[src/rtl/arb_pkg.sv]
// Shared definitions for the 8-way round-robin arbiter.
//   N_REQ / IDX_W : requester count and index width
//   state_t       : arbiter FSM states
//   rr_pick()     : one-hot pick of the first request after last_idx, with wrap
package arb_pkg;

  localparam int N_REQ = 8;
  localparam int IDX_W = 3;

  typedef enum logic {
    IDLE = 1'b0,
    BUSY = 1'b1
  } state_t;

  // Scan starts one past the previous winner, so that requester ends up
  // with the lowest priority this round. Returns 0 when nothing is requested.
  function automatic logic [N_REQ-1:0] rr_pick(input logic [N_REQ-1:0] req,
                                               input logic [IDX_W-1:0] last_idx);
    logic [N_REQ-1:0] pick;
    logic [IDX_W-1:0] pos;
    logic             found;
    pick  = '0;
    found = 1'b0;
    for (int k = 1; k <= N_REQ; k++) begin
      pos = last_idx + IDX_W'(k);
      if (!found && req[pos]) begin
        pick[pos] = 1'b1;
        found     = 1'b1;
      end
    end
    return pick;
  endfunction

endpackage

[src/rtl/onehot_enc8.sv]
// 8-to-3 one-hot encoder.
//   onehot : input vector
//   code   : index of the set bit; 3'd0 when the input is not one-hot
//   valid  : high when exactly one bit is set
module onehot_enc8
  import arb_pkg::*;
(
  input  logic [N_REQ-1:0] onehot,
  output logic [IDX_W-1:0] code,
  output logic             valid
);

  logic [IDX_W-1:0] code_raw;

  // Exactly-one test: nonzero and clearing the lowest set bit leaves zero.
  assign valid = (onehot != '0) && ((onehot & (onehot - N_REQ'(1))) == '0);

  always_comb begin
    code_raw = '0;
    for (int i = 0; i < N_REQ; i++) begin
      if (onehot[i]) code_raw = code_raw | IDX_W'(i);
    end
  end

  assign code = valid ? code_raw : '0;

endmodule

[src/rtl/rr_arbiter8.sv]
// Round-robin arbiter: one shared resource, 8 requesters, registered one-hot
// grant plus its binary index (used as the datapath operand-mux select).
//   clk, rst_n  : clock, async active-low reset
//   req[7:0]    : request vector, held high while a requester needs the resource
//   gnt[7:0]    : registered one-hot grant, 0 when idle
//   gnt_code    : binary index of gnt, 0 when gnt_valid=0
//   gnt_valid   : gnt != 0
//   timeout     : one-cycle pulse when a grant is forcibly revoked
// Optional build macro ARB_TIMEOUT_EN enables the MAX_HOLD grant limit;
// without it a grant is held for as long as its request stays high.
//
// state | meaning
// ------+------------------------------------------------------------
// IDLE  | nothing granted; pick the next requester after last_idx
// BUSY  | gnt holds one requester until it drops req (or hold expires)
module rr_arbiter8
  import arb_pkg::*;
#(
  parameter int MAX_HOLD = 16
) (
  input  logic             clk,
  input  logic             rst_n,
  input  logic [N_REQ-1:0] req,
  output logic [N_REQ-1:0] gnt,
  output logic [IDX_W-1:0] gnt_code,
  output logic             gnt_valid,
  output logic             timeout
);

  if (MAX_HOLD < 2 || MAX_HOLD > 255) begin : g_bad_hold
    $error("rr_arbiter8: MAX_HOLD must lie in 2..255");
  end

  state_t           state_q, state_d;
  logic [N_REQ-1:0] gnt_q, gnt_d;
  logic [IDX_W-1:0] last_q, last_d;
  logic             timeout_q, timeout_d;

  onehot_enc8 u_enc (
    .onehot (gnt_q),
    .code   (gnt_code),
    .valid  (gnt_valid)
  );

`ifdef ARB_TIMEOUT_EN
  localparam logic [7:0] HOLD_LAST = 8'(MAX_HOLD - 1);
  logic [7:0] hold_q, hold_d;
`endif

  always_ff @(posedge clk or negedge rst_n) begin
    if (!rst_n) begin
      state_q   <= IDLE;
      gnt_q     <= '0;
      last_q    <= IDX_W'(N_REQ - 1);
      timeout_q <= 1'b0;
    end else begin
      state_q   <= state_d;
      gnt_q     <= gnt_d;
      last_q    <= last_d;
      timeout_q <= timeout_d;
    end
  end

`ifdef ARB_TIMEOUT_EN
  always_ff @(posedge clk or negedge rst_n) begin
    if (!rst_n) hold_q <= '0;
    else        hold_q <= hold_d;
  end
`endif

  // gnt_code is the live index in BUSY since gnt is one-hot there.
  always_comb begin
    state_d   = state_q;
    gnt_d     = gnt_q;
    last_d    = last_q;
    timeout_d = 1'b0;
`ifdef ARB_TIMEOUT_EN
    hold_d    = hold_q;
`endif
    unique case (state_q)
      IDLE: begin
        if (req != '0) begin
          gnt_d   = rr_pick(req, last_q);
          state_d = BUSY;
`ifdef ARB_TIMEOUT_EN
          hold_d  = '0;
`endif
        end
      end
      BUSY: begin
        if (!req[gnt_code]) begin
          gnt_d   = '0;
          last_d  = gnt_code;
          state_d = IDLE;
        end
`ifdef ARB_TIMEOUT_EN
        else if (hold_q == HOLD_LAST) begin
          gnt_d     = '0;
          last_d    = gnt_code;
          state_d   = IDLE;
          timeout_d = 1'b1;
        end else begin
          hold_d = hold_q + 8'd1;
        end
`endif
      end
      default: begin
        state_d = IDLE;
        gnt_d   = '0;
      end
    endcase
  end

  assign gnt     = gnt_q;
  assign timeout = timeout_q;

endmodule
[config.mk]
export PLATFORM = sky130hd
export DESIGN_NAME = rr_arbiter8
export DESIGN_NICKNAME = d
export VERILOG_FILES = /design/src/rtl/arb_pkg.sv /design/src/rtl/onehot_enc8.sv /design/src/rtl/rr_arbiter8.sv
export SDC_FILE = /design/constraint.sdc
export NUM_CORES = 1
export LEC_CHECK = 0
export CORE_AREA = 2 2 78 80
export CTS_CLUSTER_DIAMETER = 30
export DETAILED_ROUTE_END_ITERATION = 10
export DIE_AREA = 0 0 80 82
export GPL_ROUTABILITY_DRIVEN = 0
export PLACE_DENSITY = 0.63
export SLEW_MARGIN = 5
export SYNTH_ARGS = -nofsm -noshare
export SYNTH_HDL_FRONTEND = slang
export SYNTH_SLANG_ARGS = --single-unit
[constraint.sdc]
create_clock -name clk -period 6.1 [get_ports clk]
set_clock_uncertainty 0.15 [all_clocks]
set_input_delay 1.22 -clock clk [delete_from_list [all_inputs] [get_ports clk]]
set_output_delay 1.22 -clock clk [all_outputs]
set_load 0.005 [all_outputs]
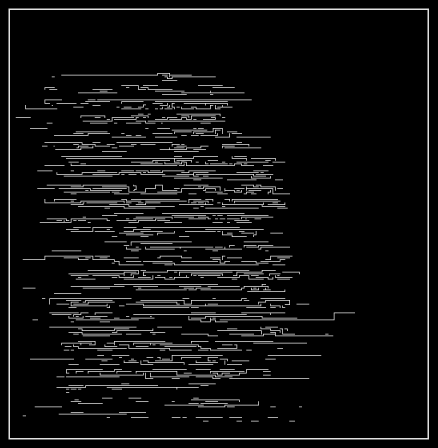
Fig. 1. Metal 1 (run 1).
main direction: horizontal
nets with wire on the layer: 214
longest straight run: 29.4 µm

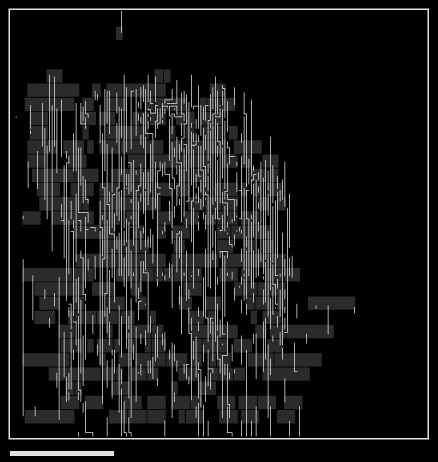
Fig. 2. M2 wires (run 1).
The bar under the picture is 20 µm long.
longest straight run: 30.1 µm
nets with wire on the layer: 204
share of all routed wire: 48%
wire length on this layer: 2820 µm
Via Count: 1945
Detailed Route WL: 5.89 mm
GR Util met2: 0.298

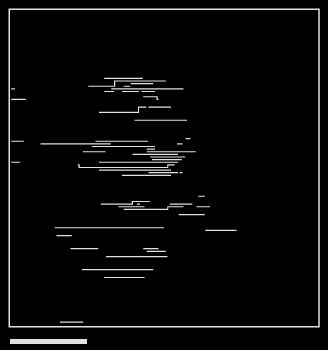
Fig. 3. Signal wires on met3 (run 1).
The bar under the picture is 20 µm long.
wire length on this layer: 450 µm
main direction: horizontal

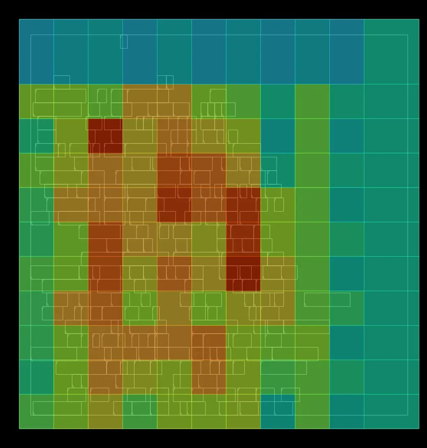
Fig. 4. Routing congestion (run 1).
M3 GR Usage: 0.0275
Final Core Density: 0.386

==> flow_metrics.py, run 1 <==
# Auto-generated metrics
metrics = {
    "grt": {
        "grt_use_total": 0.183,
        "grt_overflow": 0,
        "busiest_layer": "met2",
        "grt_pass1_vias": 1819,
        "grt_max_degree": 32,
        "use_met1": 0.259,
        "antenna_found_initial": 0,
        "grt_pass1_wl_mm": 9.44,
    },
    "drt": {
        "met3WireLength_um": 449,
        "firstDrtPassIters": 5,
        "vias_per_cell": 6.59,
        "wl_met2_mm": 2.82,
        "ant_nets": 0,
        "highest_layer": "met4",
        "routedWlPerCell_um": 20.0,
        "wl_met1_mm": 2.59,
    },
    "sta": {
        "hold_viol_final": 0,
        "rsz0062_at_grt": "no",
        "min_period_ps": 4320,
        "setup_slack_ps": 1780,
        "finalSetupViolations": 0,
        "slew_violations": 0,
        "slew_headroom": 0.411,
        "setup-tns-final_ps": 0,
        "timing.hold.ws_ps": 417,
        "post-route-period-util": 0.708,
        "fmax_ghz": 0.232,
    },
    "clock_network": {
        "post_cts_buffers": 0,
        "cts_max_path_buffers": 2,
        "root_buffer": "clkbuf_8",
        "numCtsBuffers": 3,
        "holdBufCountCts": 0,
        "cts_resized": 0,
        "tritoncts": "yes",
    },
    "floorplan": {
        "n_tap_cell": 75,
        "rows": 28,
        "die_w_um": 80,
        "die_h_um": 82,
        "pin_count": 23,
        "die_area_mm2": 0.00656,
        "placeableCoreArea_mm2": 0.00575,
    },
    "power_and_ir_drop": {
        "cellLeakagePower_nw": 0.776,
        "combPwrFrac": 0.800,
        "swShare": 0.520,
        "power.density_mw_per_mm2": 578,
        "powerClk_uw": 76.6,
        "pg_comb_mw": 1.03,
        "maxPowerGroup": "combinational cells",
        "peakVddDrop_mv": 0.319,
        "switching_power_uw": 666,
    },
    "finish": {
        "seqCellArea_um2": 304,
        "final_nets": 237,
        "fin_cells": 295,
        "nonClkBufAreaFrac": 0.0981,
        "inverters": 7,
        "signal_buffers": 22,
        "logic_gate_count": 175,
        "largestClassByArea": "logic gates",
        "antenna_cells": 0,
        "lay_top_cells": "clkdlybuf4s50_1, nand2_1",
        "seq_share": 0.137,
        "clkbuf_count": 4,
        "largest_register_ffs": 8,
        "clk_share": 0.0203,
        "drive_above_1_share": 0.186,
        "fillCellCount": 601,
        "logic_area_mm2": 0.00153,
    },
    "critical_path": {
        "end_kind": "register",
        "cp.arrival_ps": 4330,
        "cp_num_buf_inv": 1,
        "worstSetupPathType": "input port to register",
        "cpMaxStageDelayCell": "clkdlybuf4s50_1",
        "startpoint": "req[4]",
        "worst-path-stages": 8,
        "critPathCapture": "gnt[0]",
        "cp.required_ps": 6110,
        "reg2reg_depth": 8,
        "r2r_slack_ps": 1830,
        "crit_family": "multiplexers",
        "timing.rr.start": "last_q[0]",
        "crit_chain": "clkdlybuf4s50_1 -> mux2_4 -> mux4_2 -> nor4_4 -> nand2b_2 -> o311ai_0 -> a221oi_1 -> o2bb2ai_1",
        "slowest_delay_ps": 640,
    },
    "place": {
        "dpl.hpwl_mm": 4.33,
        "postPlaceCellArea_mm2": 0.00217,
    },
    "synthesis": {
        "yosys.cell_types.count": 71,
        "compound_area_frac": 0.282,
        "mux_share": 0.223,
        "synthArstFlopShare": 1.00,
        "ys.flops": 12,
        "yosysWarningCount": 0,
        "yosys.area.top_type": "dfrtp_1",
        "top_logic_kind": "AND-OR/OR-AND gates",
        "netlist_area_mm2": 0.00193,
        "ys_area_mm2": 0.00193,
        "ys_sh_xor": 0.0278,
        "ys_cells": 207,
        "topCellsByArea": "dfrtp_1, mux4_2, mux2_2",
        "synthCells": 207,
        "postSynthSeqShare": 0.157,
        "synth_area_per_cell_um2": 9.33,
        "flop_cell": "dfrtp_1",
    },
    "min_path": {
        "hold_depth": 1,
        "hold_end": "gnt[0]",
        "min_from": "gnt[0]",
    },
    "flow_run": {
        "cap_violations": 0,
        "warning_count": 30,
    },
    "status": {
        "run_status": "finished clean",
    },
}
Fig. 5: run 1, zoomed window
The bar under the picture is 5 µm long. Region (10, 52) to (30, 72) µm. Cells in grey, sequential cells in the stronger grey; small squares are vias.
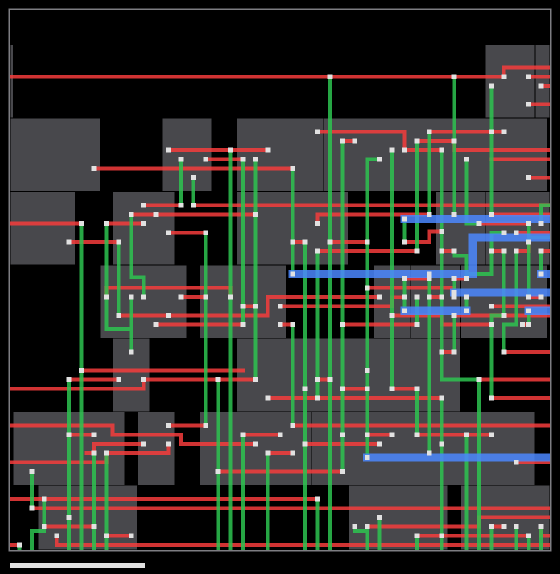

==> run 2, diff against run 1 <==
- clock period: 6.1 -> 4.2 ns (I/O delays scaled with it)
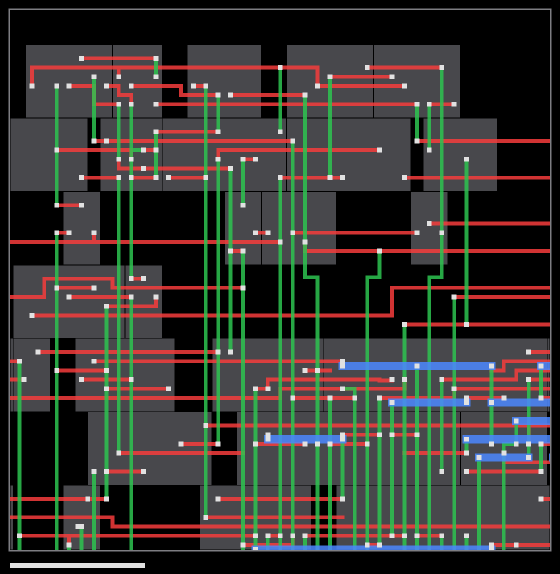
Fig. 6. Zoomed window (run 2).
The bar under the picture is 5 µm long. Region (10, 52) to (30, 72) µm. Cells in grey, sequential cells in the stronger grey; small squares are vias.
[red] metal 1
[green] metal 2
[blue] metal 3
sequential cells in the window: 0
cells with their middle in the window: 25

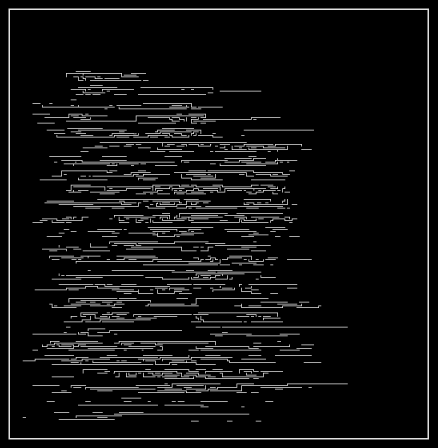
Fig. 7. Metal 1 (run 2).
longest straight run: 28.1 µm
share of all routed wire: 45%

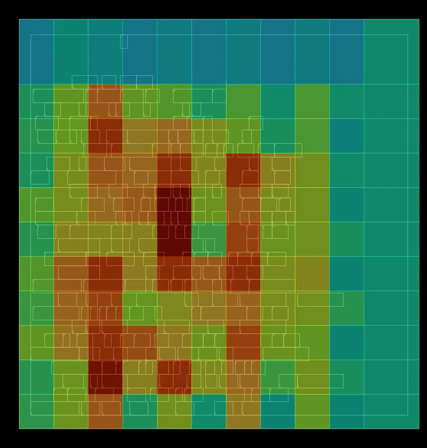
Fig. 8. Routing congestion (run 2).
Final Core Density: 0.404
DR WL/cell: 19.3 µm
gr busiest metal: met2
M3 GR Usage: 0.0231

==> flow_metrics.py, run 2 <==
# Auto-generated metrics
metrics = {
    "status": {
        "run_status": "finished clean",
    },
    "synthesis": {
        "yosys.cell_types.count": 71,
        "synthCells": 207,
        "compound_area_frac": 0.282,
        "ys.flops": 12,
        "synth_area_per_cell_um2": 9.33,
        "postSynthSeqShare": 0.157,
        "topCellsByArea": "dfrtp_1, mux4_2, mux2_2",
        "yosysWarningCount": 0,
        "synthArstFlopShare": 1.00,
        "ys_sh_xor": 0.0278,
        "mux_share": 0.223,
        "flop_cell": "dfrtp_1",
        "netlist_area_mm2": 0.00193,
        "ys_area_mm2": 0.00193,
    },
    "grt": {
        "antenna_found_initial": 0,
        "grt_pass1_wl_mm": 10.0,
        "grt_max_degree": 20,
        "use_met1": 0.273,
        "grt_use_total": 0.195,
        "grt_overflow": 0,
        "grt.met2_usage": 0.325,
    },
    "drt": {
        "wl_mm": 5.92,
        "met3WireLength_um": 290,
        "highest_layer": "met4",
        "wl_met1_mm": 2.69,
        "vias_per_cell": 6.44,
        "wl_met2_mm": 2.87,
        "ant_nets": 0,
        "vias": 1978,
        "firstDrtPassIters": 4,
    },
    "critical_path": {
        "crit_chain": "or4_1 -> maj3_2 -> a2111o_1 -> nor2_1 -> clkdlybuf4s50_1",
        "cpMaxStageDelayCell": "or4_1",
        "worst-path-stages": 5,
        "cp.arrival_ps": 2830,
        "crit_family": "simple AND/OR/NAND/NOR gates",
        "r2r_slack_ps": 650,
        "startpoint_type": "register",
        "startpoint": "gnt[3]",
        "slowest_delay_ps": 580,
        "cp.required_ps": 3210,
        "reg2reg_depth": 8,
        "timing.rr.start": "last_q[0]",
    },
    "flow_run": {
        "cap_violations": 0,
        "warning_count": 30,
    },
    "finish": {
        "seqCellArea_um2": 304,
        "clk_share": 0.0237,
        "largestClassByArea": "logic gates",
        "logic_gate_count": 175,
        "fin_cells": 307,
        "signal_buffers": 34,
        "fillCellCount": 591,
        "logic_area_mm2": 0.00153,
        "largest_register_ffs": 8,
        "nonClkBufAreaFrac": 0.133,
        "drive_above_1_share": 0.233,
        "lay_top_cells": "clkdlybuf4s50_1, buf_4, nand2_1",
        "antenna_cells": 0,
        "final_nets": 249,
    },
    "power_and_ir_drop": {
        "combPwrFrac": 0.803,
        "cellLeakagePower_nw": 0.841,
        "power.density_mw_per_mm2": 838,
        "maxPowerGroup": "combinational cells",
        "swShare": 0.502,
        "peakVddDrop_mv": 0.513,
        "powerClk_uw": 130,
        "switching_power_uw": 975,
        "pg_comb_mw": 1.56,
    },
    "clock_network": {
        "numCtsBuffers": 3,
        "cts_max_path_buffers": 2,
        "holdBufCountCts": 0,
        "post_cts_buffers": 0,
        "tritoncts": "yes",
        "cts_resized": 0,
        "root_buffer": "clkbuf_8",
    },
    "min_path": {
        "hold_depth": 1,
        "min_from": "gnt[0]",
        "hold_end": "gnt[0]",
    },
    "sta": {
        "rsz0062_at_grt": "no",
        "finalSetupViolations": 0,
        "post-route-period-util": 0.908,
        "min_period_ps": 3820,
        "timing.hold.ws_ps": 432,
        "fmax_ghz": 0.262,
    },
    "floorplan": {
        "rows": 28,
        "pin_count": 23,
        "placeableCoreArea_mm2": 0.00575,
        "die_w_um": 80,
        "n_tap_cell": 75,
        "die_area_mm2": 0.00656,
        "die_h_um": 82,
    },
    "place": {
        "place_ws_ps": 244,
        "dpl.hpwl_mm": 4.59,
        "postPlaceCellArea_mm2": 0.00226,
    },
}
